$ cat src/rtl/max_seq_argmax.sv
// Sequential argmax engine: captures a packed score vector, scans one element per clock,
// and returns the index and value of the maximum under a ready/valid handshake.
module max_seq_argmax #(
   parameter int unsigned NUM_SIZE  = 26,
   parameter int unsigned NUM_COUNT = 10,
   parameter int unsigned IDX_W     = 4,
   parameter bit          SIGNED    = 1'b0
) (
   input  logic                          Clk,
   input  logic                          GlobalReset,
   input  logic                          InValid,
   output logic                          InReady,
   input  logic [NUM_SIZE*NUM_COUNT-1:0] Num,
   output logic                          OutValid,
   input  logic                          OutReady,
   output logic [IDX_W-1:0]              Index,
   output logic [NUM_SIZE-1:0]           MaxVal,
   output logic                          Busy
);

   // Counter must reach NUM_COUNT: the final SCAN cycle only hands over to DONE.
   localparam int unsigned CNT_W = $clog2(NUM_COUNT + 1);
   localparam logic [CNT_W-1:0] CNT_LAST = CNT_W'(NUM_COUNT);

   typedef enum logic [1:0] {
      ST_IDLE,
      ST_SCAN,
      ST_DONE
   } state_e;

   state_e              state_q, state_d;
   logic [CNT_W-1:0]    cnt_q, cnt_d;
   logic [NUM_SIZE-1:0] max_q, max_d;
   logic [IDX_W-1:0]    idx_q, idx_d;
   logic [NUM_SIZE-1:0] elem_q [NUM_COUNT];
   logic [NUM_SIZE-1:0] elem_d [NUM_COUNT];
   logic [NUM_SIZE-1:0] cur_elem;
   logic                cur_gt;
   logic                accept;
   logic                load;

   assign InReady  = (state_q == ST_IDLE) | ((state_q == ST_DONE) & OutReady);
   assign accept   = InValid & InReady;
   assign OutValid = (state_q == ST_DONE);
   assign Busy     = (state_q == ST_SCAN);
   assign Index    = idx_q;
   assign MaxVal   = max_q;

   // Element currently under comparison
   always_comb begin
      cur_elem = '0;
      for (int unsigned i = 0; i < NUM_COUNT; i++) begin
         if (cnt_q == CNT_W'(i)) cur_elem = elem_q[i];
      end
   end

   // Strictly-greater compare keeps the lower index on ties
   generate
      if (SIGNED) begin : g_signed
         assign cur_gt = $signed(cur_elem) > $signed(max_q);
      end else begin : g_unsigned
         assign cur_gt = cur_elem > max_q;
      end
   endgenerate

   always_comb begin
      state_d = state_q;
      cnt_d   = cnt_q;
      max_d   = max_q;
      idx_d   = idx_q;
      elem_d  = elem_q;
      load    = 1'b0;

      case (state_q)
         ST_IDLE: begin
            if (accept) load = 1'b1;
         end
         ST_SCAN: begin
            if (cnt_q == CNT_LAST) begin
               state_d = ST_DONE;
            end else begin
               if (cur_gt) begin
                  max_d = cur_elem;
                  idx_d = IDX_W'(cnt_q);
               end
               cnt_d = CNT_W'(cnt_q + 1'b1);
            end
         end
         ST_DONE: begin
            if (accept)        load    = 1'b1;
            else if (OutReady) state_d = ST_IDLE;
         end
         default: state_d = ST_IDLE;
      endcase

      if (load) begin
         for (int unsigned i = 0; i < NUM_COUNT; i++) begin
            elem_d[i] = Num[NUM_SIZE*i +: NUM_SIZE];
         end
         max_d   = Num[NUM_SIZE-1:0];
         idx_d   = '0;
         cnt_d   = CNT_W'(1);
         state_d = (NUM_COUNT == 1) ? ST_DONE : ST_SCAN;
      end
   end

   always_ff @(posedge Clk) begin
      if (GlobalReset) begin
         state_q <= ST_IDLE;
         cnt_q   <= '0;
         max_q   <= '0;
         idx_q   <= '0;
      end else begin
         state_q <= state_d;
         cnt_q   <= cnt_d;
         max_q   <= max_d;
         idx_q   <= idx_d;
      end
   end

   // Captured vector needs no reset: it is only read after a load
   always_ff @(posedge Clk) begin
      elem_q <= elem_d;
   end

endmodule

$ cat config.mk
export PLATFORM = sky130hd
export DESIGN_NAME = max_seq_argmax
export DESIGN_NICKNAME = d
export VERILOG_FILES = /design/src/rtl/max_seq_argmax.sv
export SDC_FILE = /design/constraint.sdc
export NUM_CORES = 1
export LEC_CHECK = 0
export CORE_MARGIN = 2
export CORE_UTILIZATION = 45
export DETAILED_ROUTE_END_ITERATION = 12
export PLACE_DENSITY = 0.77
export SLEW_MARGIN = 40
export SYNTH_ARGS = -nofsm -noshare
export SYNTH_HDL_FRONTEND = slang
export SYNTH_SLANG_ARGS = --single-unit
$ cat constraint.sdc
create_clock -name Clk -period 6.47 [get_ports Clk]
set_clock_uncertainty 0.1 [all_clocks]
set_input_delay 1.941 -clock Clk [delete_from_list [all_inputs] [get_ports Clk]]
set_output_delay 1.941 -clock Clk [all_outputs]
set_load 0.01 [all_outputs]
**Run 1: clock network drawn from the DEF**

(3 px per micron)
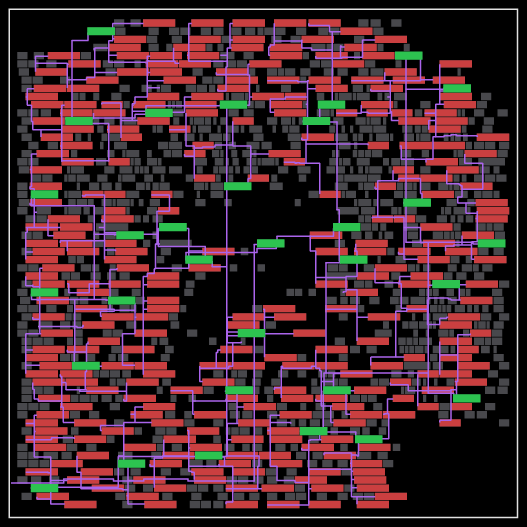
Key: green = clock-net drivers [count 31]; purple = clock wires [length 3580 microns]; red = flip-flops [count 296]
There are 32 routed clock nets.
power share of the clock group: 37.7%
power drawn by the clock network: 1.85 mW
clk latency late pin: 0.57 ns

**Run 1: clock routing**

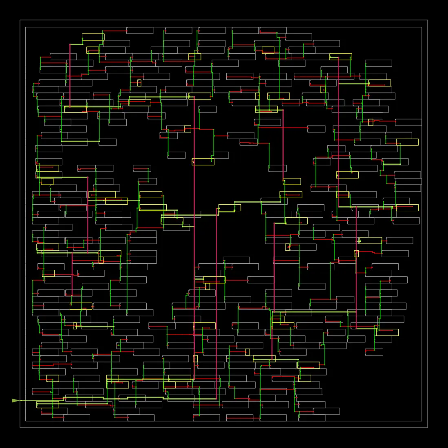
CTS Buf Count: 31
flop count: 296

==> impl_metrics.xml, run 1 <==
<?xml version="1.0" encoding="UTF-8"?>
<metrics>
  <group name="pwr">
    <metric name="p_int" unit="mW">3.73</metric>
    <metric name="power-per-cell-area" unit="mW/mm^2">296</metric>
    <metric name="vdd_ir_drop_max" unit="mV">0.225</metric>
  </group>
  <group name="job">
    <metric name="maxCapViolations" unit="">0</metric>
    <metric name="warnings" unit="">29</metric>
  </group>
  <group name="placement">
    <metric name="port_buffer_cells" unit="">296</metric>
  </group>
  <group name="finish">
    <metric name="nets" unit="">1404</metric>
    <metric name="syn2layout_area_growth" unit="%">36.0</metric>
    <metric name="layout_top_cells" unit="">sky130_fd_sc_hd__clkdlybuf4s50_1, sky130_fd_sc_hd__edfxtp_1, sky130_fd_sc_hd__a221o_1, sky130_fd_sc_hd__nand2_1, sky130_fd_sc_hd__dfxtp_1</metric>
    <metric name="most_common_library_cell_in_the_layout_ignoring_fill_and_taps" unit="">sky130_fd_sc_hd__clkdlybuf4s50_1</metric>
  </group>
  <group name="sta">
    <metric name="rsz_0062_raised_after_global_routing" unit="">no</metric>
    <metric name="finalHoldViolations" unit="">0</metric>
  </group>
  <group name="status">
    <metric name="status" unit="">complete, no violations</metric>
  </group>
  <group name="detailed_routing">
    <metric name="routedWlPerCell" unit="microns">23.4</metric>
    <metric name="drcViolationCount" unit="">0</metric>
    <metric name="finalWirelength" unit="mm">34.7</metric>
  </group>
  <group name="critical_path">
    <metric name="worst-r2r-cell-count" unit="">15</metric>
    <metric name="critical_path_arrival" unit="ns">3.16</metric>
    <metric name="critical_path.cell_chain" unit="">clkdlybuf4s50_1 &gt; inv_1 &gt; a21oi_2 &gt; clkdlybuf4s50_1</metric>
    <metric name="data_required_time_of_the_worst_path" unit="ns">4.43</metric>
    <metric name="timing.setup.critical_path_class" unit="">input pin to output port</metric>
  </group>
  <group name="synth">
    <metric name="yosys.cell_types.count" unit="">58</metric>
    <metric name="largest_area_cell" unit="">sky130_fd_sc_hd__edfxtp_1</metric>
    <metric name="number_of_enable_flip_flop_cells" unit="">260</metric>
    <metric name="ys_seq_share" unit="%">69.7</metric>
  </group>
  <group name="clock_network">
    <metric name="cts.htree.levels" unit="">1</metric>
    <metric name="path_clk_slew" unit="ns">0.06</metric>
    <metric name="tritoncts" unit="">done</metric>
  </group>
  <group name="global_routing">
    <metric name="first_global_vias" unit="">8780</metric>
    <metric name="global_route.overflow_total" unit="">0</metric>
  </group>
</metrics>
**Run 1: cell classes on the final placement**

(1.5 px per micron)
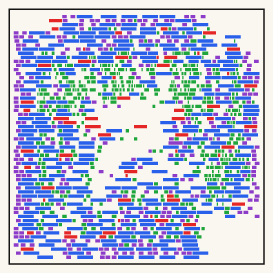
Key: green = remaining logic cells [cells 465, share of their area 21%]; blue = sequential cells [cells 296, share of their area 53%]; red = clock drivers and dummy loads [cells 58, share of their area 6.7%]; purple = remaining buffers and delay cells [cells 316, share of their area 19%]
Seq/total area: 51.3%
final std cell area, no fill: 0.0166 sq mm
cell row count: 60

[run 1: metrics by stage]
step / power [mW] / std cells / instance area (sq um) / setup WS, ns / hold slack (ns)
global placement: 3.07 / 1417 / 15500 / 1.26 / 0.396
CTS: 4.94 / 1475 / 16600 / 1.26 / 0.412
finish: 4.92 / 1479 / 16600 / 1.27 / 0.415
detailed placement: 3.09 / 1417 / 15500 / 1.27 / 0.397
floorplan: 2.72 / 817 / 12200 / 1.15 / 0.393
global route: 5.09 / 1477 / 16600 / 1.07 / 0.446
[run 1: routing by layer]
metal,vias to the layer above,GRT usage [%],share of wire [%]
met1,4145,27.6,37
met2,449,41.8,50
met5,-,0,0.078
met3,71,6.36,9.5
met4,4,8.10,3.6
li1,3869,-,-
[run 1: power by group through the flow]
| stage | combinational (mW) | sequential, mW | clock [mW] |
|---|---|---|---|
| CTS | 0.771 | 2.29 | 1.88 |
| global route | 0.840 | 2.30 | 1.95 |
| global placement | 0.750 | 2.32 | 0 |
| finish | 0.779 | 2.29 | 1.85 |
| detailed placement | 0.767 | 2.33 | 0 |
| floorplan | 0.395 | 2.33 | 0 |
[run 1: synth_stat cells (all sizes together) (22+ instances only)]
library cell	count
o211ai	22
a21oi	26
a22oi	27
nor2b	32
o22ai	30
a221o	44
buf	34
a221oi	26
o32ai	22
inv	34
dfxtp	36
nand2	45
a31oi	23
ha	30
edfxtp	260
clkbuf	22
and2	26
[run 1: registers in the layout, indices dropped and copies added (netlist names)]
signal,flops
state_q,2
MaxVal,26
Index,4
cnt_q,4
elem_q,260
[run 1: final timing paths]
check        slack (ns)          to  startpoint
min                0.41  MaxVal[19]  MaxVal[19]
min reg2reg        0.41  MaxVal[19]  MaxVal[19]
max reg2reg        1.43  MaxVal[12]    cnt_q[1]
max                1.27     InReady    OutReady
[run 1: cell families after synthesis]
family / synth area share, %
AND-OR/OR-AND: 16.5
buffers and inverters: 3.52
flip-flops: 69.7
AND/OR/NAND/NOR: 6.67
XOR/XNOR: 0.215
multiplexers: 0.327
adder cells (fa/ha/maj): 3.07
[run 1: final cells by class]
| class | count | area [sq um] |
|---|---|---|
| Fill cell | 2026 | 10200 |
| Sequential cell | 296 | 8530 |
| Clock buffer | 45 | 960 |
| Multi-Input combinational cell | 431 | 3310 |
| Timing Repair Buffer | 316 | 3140 |
| Antenna cell | 3 | 7.51 |
| Clock inverter | 13 | 133 |
| Inverter | 34 | 140 |
| Tap cell | 341 | 427 |
==> run 1 -> run 2 <==
--- a/config.mk
+++ b/config.mk
@@ -6,9 +6,9 @@
 export NUM_CORES = 1
 export LEC_CHECK = 0
 export CORE_MARGIN = 2
-export CORE_UTILIZATION = 45
+export CORE_UTILIZATION = 50
 export DETAILED_ROUTE_END_ITERATION = 12
-export PLACE_DENSITY = 0.77
+export PLACE_DENSITY = 0.81
 export SLEW_MARGIN = 40
 export SYNTH_ARGS = -nofsm -noshare
 export SYNTH_HDL_FRONTEND = slang
==> constraint.sdc (replaced) <==
create_clock -name Clk -period 5.07 [get_ports Clk]
set_clock_uncertainty 0.1 [all_clocks]
set_input_delay 1.521 -clock Clk [delete_from_list [all_inputs] [get_ports Clk]]
set_output_delay 1.521 -clock Clk [all_outputs]
set_load 0.01 [all_outputs]
**Run 2: clock routing**

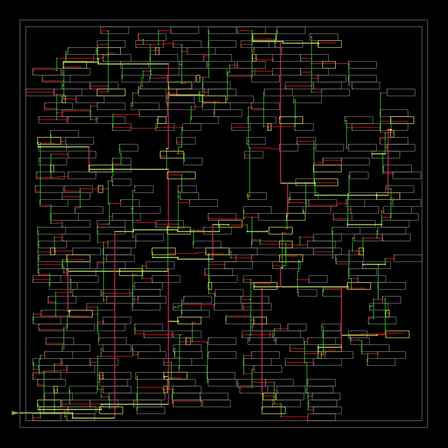
clock tree buffer count of the final layout: 43
clock sink count: 296

==> run 2 against run 1 <==
Flip-flop count stayed put. Area after synthesis is the same. Clock power up 22%. Worst hold slack barely moved. Clock-buffer cell count fell by 2. Critical endpoint is now MaxVal[4]. Largest power group unchanged. Highest routed layer unchanged.
==> impl_metrics.xml, run 2 <==
<?xml version="1.0" encoding="UTF-8"?>
<metrics>
  <group name="status">
    <metric name="status" unit="">complete, no violations</metric>
  </group>
  <group name="finish">
    <metric name="layout_top_cells" unit="">sky130_fd_sc_hd__clkdlybuf4s50_1, sky130_fd_sc_hd__edfxtp_1, sky130_fd_sc_hd__a221o_1, sky130_fd_sc_hd__nand2_1, sky130_fd_sc_hd__dfxtp_1</metric>
    <metric name="largest_register_ffs" unit="">260</metric>
    <metric name="largest_register" unit="">elem_q</metric>
    <metric name="most_common_library_cell_in_the_layout_ignoring_fill_and_taps" unit="">sky130_fd_sc_hd__clkdlybuf4s50_1</metric>
    <metric name="final.fill_count" unit="">1704</metric>
  </group>
  <group name="pwr">
    <metric name="power-per-cell-area" unit="mW/mm^2">373</metric>
    <metric name="vdd_ir_drop_max" unit="mV">0.325</metric>
  </group>
  <group name="global_routing">
    <metric name="global_route.overflow_total" unit="">0</metric>
    <metric name="use_met1" unit="%">33.2</metric>
    <metric name="global_route.peak_usage_layer" unit="">met2</metric>
  </group>
  <group name="floorplan">
    <metric name="cell_row_count" unit="">57</metric>
  </group>
  <group name="clock_network">
    <metric name="tritoncts" unit="">done</metric>
    <metric name="cts.htree.levels" unit="">1</metric>
    <metric name="path_clk_slew" unit="ns">0.06</metric>
  </group>
  <group name="detailed_routing">
    <metric name="finalWirelength" unit="mm">35.2</metric>
  </group>
  <group name="placement">
    <metric name="placedCellCount" unit="">1400</metric>
  </group>
  <group name="synth">
    <metric name="number_of_enable_flip_flop_cells" unit="">260</metric>
    <metric name="ys_seq_share" unit="%">69.7</metric>
    <metric name="largest_area_cell" unit="">sky130_fd_sc_hd__edfxtp_1</metric>
    <metric name="common_cells" unit="">sky130_fd_sc_hd__edfxtp_1, sky130_fd_sc_hd__a221o_1, sky130_fd_sc_hd__nand2_1</metric>
  </group>
  <group name="sta">
    <metric name="finalHoldViolations" unit="">0</metric>
    <metric name="rsz_0062_raised_after_global_routing" unit="">no</metric>
  </group>
  <group name="critical_path">
    <metric name="timing.setup.critical_path_class" unit="">flop to flop</metric>
    <metric name="critical_path.cell_chain" unit="">inv_1 &gt; ha_1 &gt; nor2b_4 &gt; buf_4 &gt; a221oi_1 &gt; o32ai_1 &gt; o211ai_1 &gt; a31oi_2 &gt; ha_1 &gt; nand4_1 &gt; nor3_2 &gt; o221ai_1 &gt; o21ai_1 &gt; o2bb2ai_1 &gt; nor2b_4 &gt; a221o_1</metric>
  </group>
</metrics>
==> run 2: worst max-delay path by stage <==
stage / startpoint / end / slack, ns / depth (start not counted)
5_1_grt: cnt_q[1] / MaxVal[6] / 0.12 / 15
3_5_place_dp: cnt_q[0] / MaxVal[4] / 0.43 / 16
6_report: cnt_q[0] / MaxVal[4] / 0.38 / 16
2_1_floorplan: OutReady / MaxVal[11] / 0.17 / 9
4_1_cts: cnt_q[0] / MaxVal[4] / 0.41 / 16
3_3_place_gp: cnt_q[0] / MaxVal[6] / 0.42 / 13
==> run 2: cell families (layout without fill, tap and decap cells) <==
family          count (synthesis)  count (layout)  synth area share [%]
compound gates                244             244                  16.5
flops                         296             296                  69.7
simple gates                  150             150                  6.67
mux                             4               4                 0.327
xor+xnor                        3               3                 0.215
fa+ha+maj                      30              30                  3.07
buf+inv                        90             407                  3.52
other cells                     0               2                     0
==> run 2: metal layers <==
layer,up-vias,routed length (microns)
met1,4167,13200
met4,2,1200
met5,-,13
met2,457,17700
met3,74,3120
li1,3863,-
==> run 2: layout make-up <==
class	count	area (sq um)	share of cell area (%)
Antenna cell	2	5.00	0.0302
Clock buffer	43	861	5.20
Clock inverter	14	158	0.952
Inverter	34	140	0.846
Multi-Input combinational cell	431	3290	19.9
Sequential cell	296	8530	51.5
Tap cell	324	405	2.45
Timing Repair Buffer	316	3170	19.1
==> run 2: metrics by stage <==
step	setup slack, ns	power [mW]	util, %	hold WS, ns	instance area, sq um
detailed placement	0.429	3.95	64.2	0.392	15500
floorplan	0.170	3.48	-	0.393	12200
finish	0.382	6.17	68.5	0.415	16600
global placement	0.421	3.93	64.1	0.400	15500
global route	0.116	6.39	68.5	0.434	16600
CTS	0.413	6.19	68.4	0.412	16500
==> run 2: power breakdown <==
group          internal, mW  total, mW  leakage (nW)  switching [mW]
clock network          1.34       2.26         0.500           0.922
logic                 0.500      0.988          2.33           0.488
registers              2.85       2.93          2.78          0.0759
total                  4.69       6.17          5.61            1.49
==> run 2: tightest hold or removal path: stages, from the launching register on <==
cell and delay, ns:
sky130_fd_sc_hd__dfxtp_1 0.34, sky130_fd_sc_hd__mux2i_1 0.07, sky130_fd_sc_hd__nor2_1 0.07
Power is estimated from default activity; no workload was simulated.
